**src/rtl/fpr_cdb_arb.sv**
```systemverilog
// Floating-point CDB arbiter: round-robin grant among FPR-writing units,
// one-cycle registered broadcast of {valid, tag, data} on the FPR CDB.

package fpr_cdb_pkg;
  localparam int ROB_WIDTH = 6;

  typedef struct packed {
    logic                 valid;
    logic [ROB_WIDTH-1:0] tag;
    logic [31:0]          data;
  } cdb_t;
endpackage

module fpr_cdb_arb
  import fpr_cdb_pkg::*;
#(
  parameter int N_REQ = 4
) (
  input  logic                 clk,
  input  logic                 reset,
  input  logic [N_REQ-1:0]     req_valid,
  output logic [N_REQ-1:0]     req_ready,
  input  logic [ROB_WIDTH-1:0] req_tag    [N_REQ],
  input  logic [31:0]          req_result [N_REQ],
  output cdb_t                 fpr_cdb
);

  localparam int IDX_W = (N_REQ > 1) ? $clog2(N_REQ) : 1;
  localparam logic [IDX_W-1:0] LAST_IDX = IDX_W'(N_REQ - 1);

  logic [IDX_W-1:0]     ptr_q, ptr_d;
  logic [IDX_W-1:0]     gnt_idx_q, gnt_idx_d;
  logic                 gnt_v_q, gnt_v_d;
  logic [ROB_WIDTH-1:0] tag_q, tag_d;

  logic                 found;
  int                   scan;
  logic [IDX_W-1:0]     scan_idx;

  // Round-robin scan from ptr; first valid requester wins, nothing while in reset
  always_comb begin
    req_ready = '0;
    found     = 1'b0;
    scan      = 0;
    scan_idx  = '0;
    gnt_idx_d = gnt_idx_q;
    for (int i = 0; i < N_REQ; i++) begin
      scan = int'(ptr_q) + i;
      if (scan >= N_REQ) scan = scan - N_REQ;
      scan_idx = IDX_W'(scan);
      if (!found && !reset && req_valid[scan_idx]) begin
        req_ready[scan_idx] = 1'b1;
        found               = 1'b1;
        gnt_idx_d           = scan_idx;
      end
    end
  end

  // Next-state for grant registers and pointer; pointer moves past the winner
  always_comb begin
    gnt_v_d = found;
    tag_d   = tag_q;
    ptr_d   = ptr_q;
    if (found) begin
      tag_d = req_tag[gnt_idx_d];
      ptr_d = (gnt_idx_d == LAST_IDX) ? '0 : gnt_idx_d + 1'b1;
    end
  end

  // Grant capture with synchronous reset; a pending grant is dropped by reset
  always_ff @(posedge clk) begin
    if (reset) begin
      ptr_q     <= '0;
      gnt_v_q   <= 1'b0;
      gnt_idx_q <= '0;
      tag_q     <= '0;
    end else begin
      ptr_q     <= ptr_d;
      gnt_v_q   <= gnt_v_d;
      gnt_idx_q <= gnt_idx_d;
      tag_q     <= tag_d;
    end
  end

  // Broadcast purely from registered state; data taken from the granted unit's result register
  always_comb begin
    fpr_cdb.valid = gnt_v_q;
    fpr_cdb.tag   = tag_q;
    fpr_cdb.data  = req_result[gnt_idx_q];
  end

endmodule

```
**config.mk**
```make
export PLATFORM = sky130hd
export DESIGN_NAME = fpr_cdb_arb
export DESIGN_NICKNAME = d
export VERILOG_FILES = /design/src/rtl/fpr_cdb_arb.sv
export SDC_FILE = /design/constraint.sdc
export NUM_CORES = 1
export LEC_CHECK = 0
export CORE_MARGIN = 8
export CORE_UTILIZATION = 32
export DETAILED_ROUTE_END_ITERATION = 8
export GPL_TIMING_DRIVEN = 0
export PLACE_DENSITY = 0.79
export SLEW_MARGIN = 20
export SYNTH_ARGS = -nofsm -noshare
export SYNTH_HDL_FRONTEND = slang
export SYNTH_SLANG_ARGS = --single-unit
```
**constraint.sdc**
```tcl
create_clock -name clk -period 4.15 [get_ports clk]
set_input_delay 0.6225 -clock clk [delete_from_list [all_inputs] [get_ports clk]]
set_output_delay 0.6225 -clock clk [all_outputs]
set_load 0.02 [all_outputs]
```
**Run 1: the clock network**

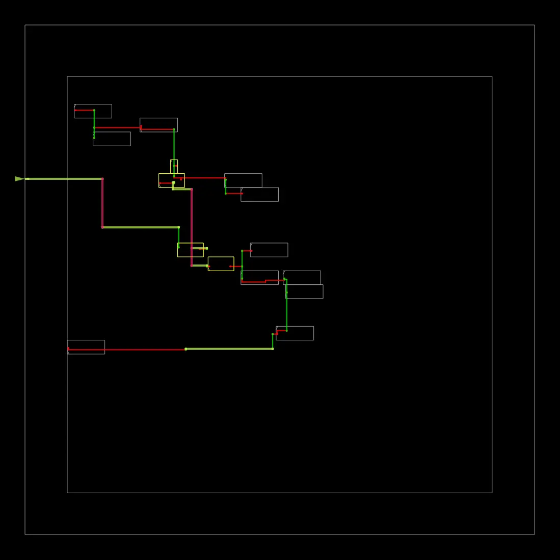
clock buffers: 4
TritonCTS Sinks: 11

**Run 1: placement by cell class**

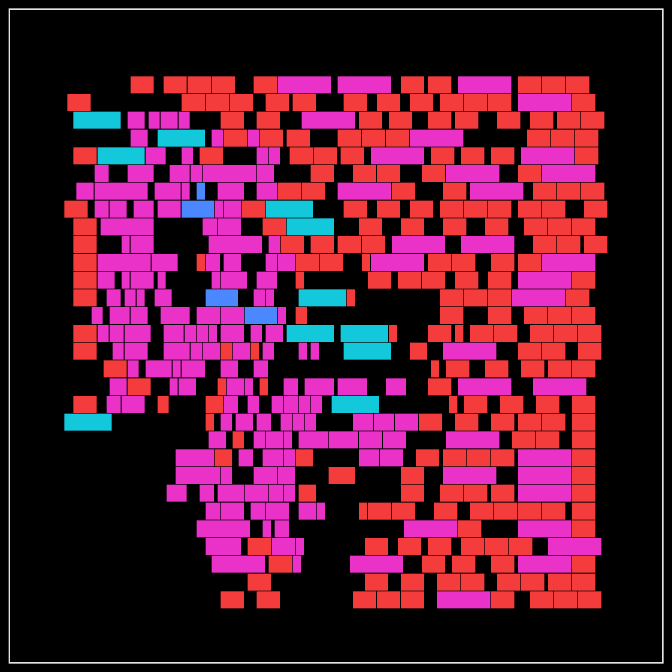
[blue] clock drivers and dummy loads | cells: 4
[magenta] combinational and other logic | cells: 183
[red] remaining buffers and delay cells | cells: 223
[cyan] sequential cells | cells: 11
Design Area, Final: 4430 µm²
row count: 30
core box area: 6790 µm²
Seq/total area: 4.97%

**Run 1: sequential cells grouped by signal name**

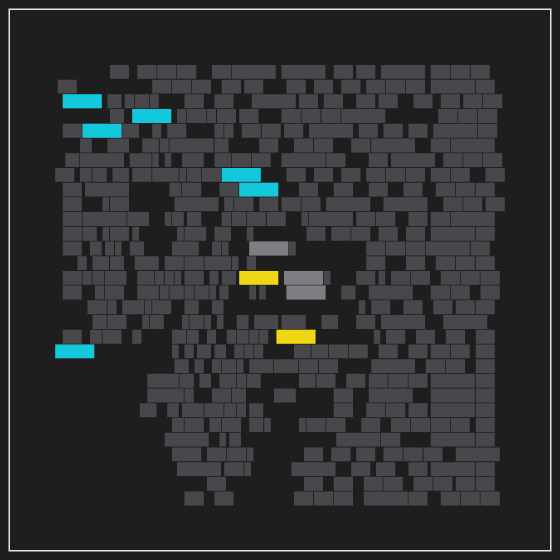
[yellow] ptr_q | placed flops: 2
[cyan] tag_q | placed flops: 6
Seq group: 0.170 mW
FF+latch area: 220 µm²
post-layout util: 65.3%

==> results.sh, run 1 <==
# source this file to load flow results
export IMPL_status="completed"
export IMPL_timing_worst_setup_path_type="flip-flop to primary output"
export IMPL_top_register="tag_q"
export IMPL_ctsResizeCount=0
export IMPL_critPathBufInv=5
export IMPL_finalHoldViolCount=0
export IMPL_worst_setup_path_start_kind="flip-flop"
export IMPL_min_period_over_period_pct=95.4
export IMPL_layout_nonclk_buf_share_pct=47.8
export IMPL_finalWirelength_um=11800
export IMPL_grt_use_met2_pct=42.4
export IMPL_power_frac_clock_pct=5.7
export IMPL_rsz0062_at_grt="no"
export IMPL_via_per_inst=5.72
export IMPL_required_ns=3.53
export IMPL_r2r_cells=11
export IMPL_clockRootBuffer="clkbuf_8"
export IMPL_logic_area_um2=1910
export IMPL_min_path_type="flip-flop to flip-flop"
export IMPL_cp_max_fo=10
export IMPL_dpl_cell_area_um2=4370
export IMPL_internal_power_mw=1.08
export IMPL_cp_depth=10
export IMPL_cts_tree="yes"
export IMPL_ys_sh_adder_pct=2.22
export IMPL_nets=584
export IMPL_power_leader="combinational cells"
export IMPL_n_all_inverters=5
export IMPL_drive_gt1_share_pct=15.0
export IMPL_port_buffers=200
export IMPL_antenna_found_initial=0
export IMPL_clkTransAtPathRegs_ns=0.06
export IMPL_r2r_end="tag_q[3]$_SDFFE_PP0P_"
export IMPL_top_logic_kind="multiplexers"
export IMPL_grt_max_degree=11
export IMPL_ys_seq_share_pct=9.79
export IMPL_synthFlopType="dfxtp_1"
export IMPL_r2r_setup_slack_ns=0.80
export IMPL_syn_area_um2=2250
export IMPL_max_freq_mhz=253
export IMPL_vias=2958
export IMPL_met1Wirelength_um=4310
export IMPL_slew_limit_headroom_pct=23.9
export IMPL_largest_reg_flops=6
export IMPL_dr_pass1_iters=5
export IMPL_total_power_mw=1.97
export IMPL_top_regs="tag_q: 6 flops, gnt_idx_q: 2 flops, ptr_q: 2 flops"
export IMPL_arrival_ns=3.33
export IMPL_n_antenna_cell=0
export IMPL_ys_ff=11
export IMPL_met3_length_um=1040
export IMPL_ant_nets=0
export IMPL_p_leak_nw=1.55
export IMPL_ioPinCount=201
export IMPL_top_cells_by_count="mux4_2, clkbuf_1, dfxtp_1"
export IMPL_layout_cells_most_common="clkdlybuf4s50_1"
export IMPL_syn_nets=378
export IMPL_synthMuxAreaShare_pct=45.2
export IMPL_pwr_share_seq_pct=8.6
export IMPL_max_stage_delay_ns=0.62
export IMPL_edf_count=0
export IMPL_maxCapViolCount=0
export IMPL_design_seq_count=11
export IMPL_min_period_ns=3.96
## Run 2: what changed since run 1
GPL_TIMING_DRIVEN = default   (was 0)
**Run 2: the clock network**

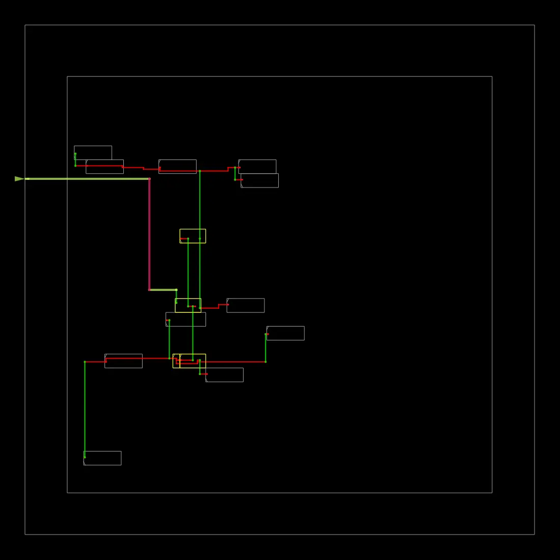
registers: 11
total CTS buffers: 3

==> results.sh, run 2 <==
# source this file to load flow results
export IMPL_status="completed"
export IMPL_synthFlopType="dfxtp_1"
export IMPL_finalWirelength_um=11700
export IMPL_max_freq_mhz=253
export IMPL_p_leak_nw=1.53
export IMPL_num_rows=30
export IMPL_top_cells_by_count="mux4_2, clkbuf_1, dfxtp_1"
export IMPL_top_logic_kind="multiplexers"
export IMPL_fin_area_um2=4380
export IMPL_top_register="tag_q"
export IMPL_cp_depth=8
export IMPL_cp_max_fo=22
export IMPL_dpl_cell_area_um2=4330
export IMPL_clock_latency_ns=0.24
export IMPL_ctsResizeCount=0
export IMPL_edf_count=0
export IMPL_drive_gt1_share_pct=15.5
export IMPL_power_frac_clock_pct=5.8
export IMPL_n_antenna_cell=0
export IMPL_comb_share_pct=43.6
export IMPL_seq_power_mw=0.187
export IMPL_fin_util_pct=64.4
export IMPL_ioPinCount=201
export IMPL_synthMuxAreaShare_pct=45.2
export IMPL_met3_length_um=1140
export IMPL_clkbuf_count=4
export IMPL_cts_tree="yes"
export IMPL_ys_sh_adder_pct=2.22
export IMPL_min_period_ns=3.96
export IMPL_ys_chip_area_um2=2250
export IMPL_critPathBufInv=3
export IMPL_maxCapViolCount=0
export IMPL_dr_pass1_iters=4
export IMPL_slew_limit_headroom_pct=44.6
export IMPL_met1Wirelength_um=4220
export IMPL_power_leader="combinational cells"
export IMPL_pwr_share_seq_pct=9.6
export IMPL_ys_seq_share_pct=9.79
export IMPL_grt_use_met2_pct=40.4
export IMPL_ant_nets=0
export IMPL_total_power_mw=1.94
export IMPL_sh_seq_area_pct=5.06
export IMPL_final_cell_mix="clkdlybuf4s50_1, mux4_2, mux2i_1, nor3_1, dfxtp_1"
export IMPL_min_path_type="flip-flop to flip-flop"
export IMPL_largest_reg_flops=6
export IMPL_port_buffers=200
export IMPL_r2r_setup_slack_ns=0.82
export IMPL_max_stage_delay_ns=0.62
export IMPL_top_regs="tag_q: 6 flops, gnt_idx_q: 2 flops, ptr_q: 2 flops"
export IMPL_n_all_inverters=5
export IMPL_yosys_area_share_simple_pct=13.7
export IMPL_r2r_cells=10
export IMPL_clockRootBuffer="clkbuf_8"
export IMPL_cp_top_family="buffers and inverters"
export IMPL_vias=2886
export IMPL_clock_sinks=11
export IMPL_syn_area_um2=2250
export IMPL_coreArea_um2=6790
export IMPL_grt_max_degree=33
export IMPL_layout_cells_most_common="clkdlybuf4s50_1"
export IMPL_rsz0062_at_grt="no"
export IMPL_die_h_um=99.8
export IMPL_min_period_over_period_pct=95.3
export IMPL_internal_power_mw=1.07
export IMPL_timing_worst_setup_path_type="flip-flop to primary output"
export IMPL_nets=569
export IMPL_seq_area_um2=221
export IMPL_antenna_found_initial=0
export IMPL_logic_area_um2=1910
export IMPL_layout_nonclk_buf_share_pct=47.1
export IMPL_worst_setup_path_start_kind="flip-flop"
export IMPL_r2r_end="tag_q[2]$_SDFFE_PP0P_"
export IMPL_clkTransAtPathRegs_ns=0.06
export IMPL_yosysWarningCount=0
export IMPL_grtUsageMet3_pct=5.12
export IMPL_via_per_inst=5.75
export IMPL_ys_ff=11
export IMPL_arrival_ns=3.33
## Run 3: what changed since run 2
CAP_MARGIN = 20   (was default)
**Run 3: selected gate families**

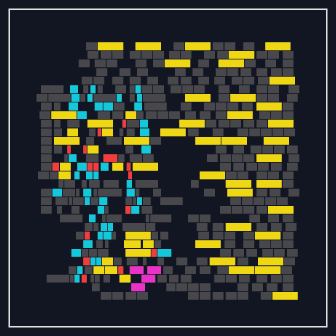
[cyan] aoi and oai cells | cells: 42
[magenta] fa/ha/maj cells | cells: 4 | where: south
[yellow] mux cells | cells: 52
[red] nand cells | cells: 16 | where: west
multi-input combinational area share: 43.6%
Finished Layout Cells: 502
Commonest Layout Cell: clkdlybuf4s50_1

==> results.sh, run 3 <==
# source this file to load flow results
export IMPL_n_all_inverters=5
export IMPL_slew_limit_headroom_pct=44.6
export IMPL_finalWirelength_um=11700
export IMPL_top_cells_by_count="mux4_2, clkbuf_1, dfxtp_1"
export IMPL_synthMuxAreaShare_pct=45.2
export IMPL_cp_max_fo=22
export IMPL_clockRootBuffer="clkbuf_8"
export IMPL_max_freq_mhz=253
export IMPL_vias=2886
export IMPL_rsz0062_at_grt="no"
export IMPL_top_regs="tag_q: 6 flops, gnt_idx_q: 2 flops, ptr_q: 2 flops"
export IMPL_layout_nonclk_buf_share_pct=47.1
export IMPL_cp_top_family="buffers and inverters"
export IMPL_met1Wirelength_um=4220
export IMPL_final_cell_mix="clkdlybuf4s50_1, mux4_2, mux2i_1, nor3_1, dfxtp_1"
export IMPL_timing_worst_setup_path_type="flip-flop to primary output"
export IMPL_ys_seq_share_pct=9.79
export IMPL_cp_depth=8
export IMPL_clkbuf_count=4
export IMPL_status="completed"
export IMPL_nets=569
export IMPL_cts_tree="yes"
export IMPL_fin_area_um2=4380
export IMPL_antenna_found_initial=0
export IMPL_arrival_ns=3.33
export IMPL_drive_gt1_share_pct=15.5
export IMPL_critPathBufInv=3
export IMPL_seq_area_um2=221
export IMPL_cts_buffers=3
export IMPL_clkTransAtPathRegs_ns=0.06
export IMPL_r2r_cells=10
export IMPL_design_seq_count=11
export IMPL_logic_area_um2=1910
export IMPL_yosysWarningCount=0
export IMPL_grt_use_met2_pct=40.4
export IMPL_edf_count=0
export IMPL_dpl_cell_area_um2=4330
export IMPL_max_stage_delay_ns=0.62
export IMPL_total_power_mw=1.94
export IMPL_clock_sinks=11
export IMPL_syn_area_um2=2250
export IMPL_grt_max_degree=33
export IMPL_port_buffers=200
Power figures rest on the tool's default switching activity, not on a simulated workload.
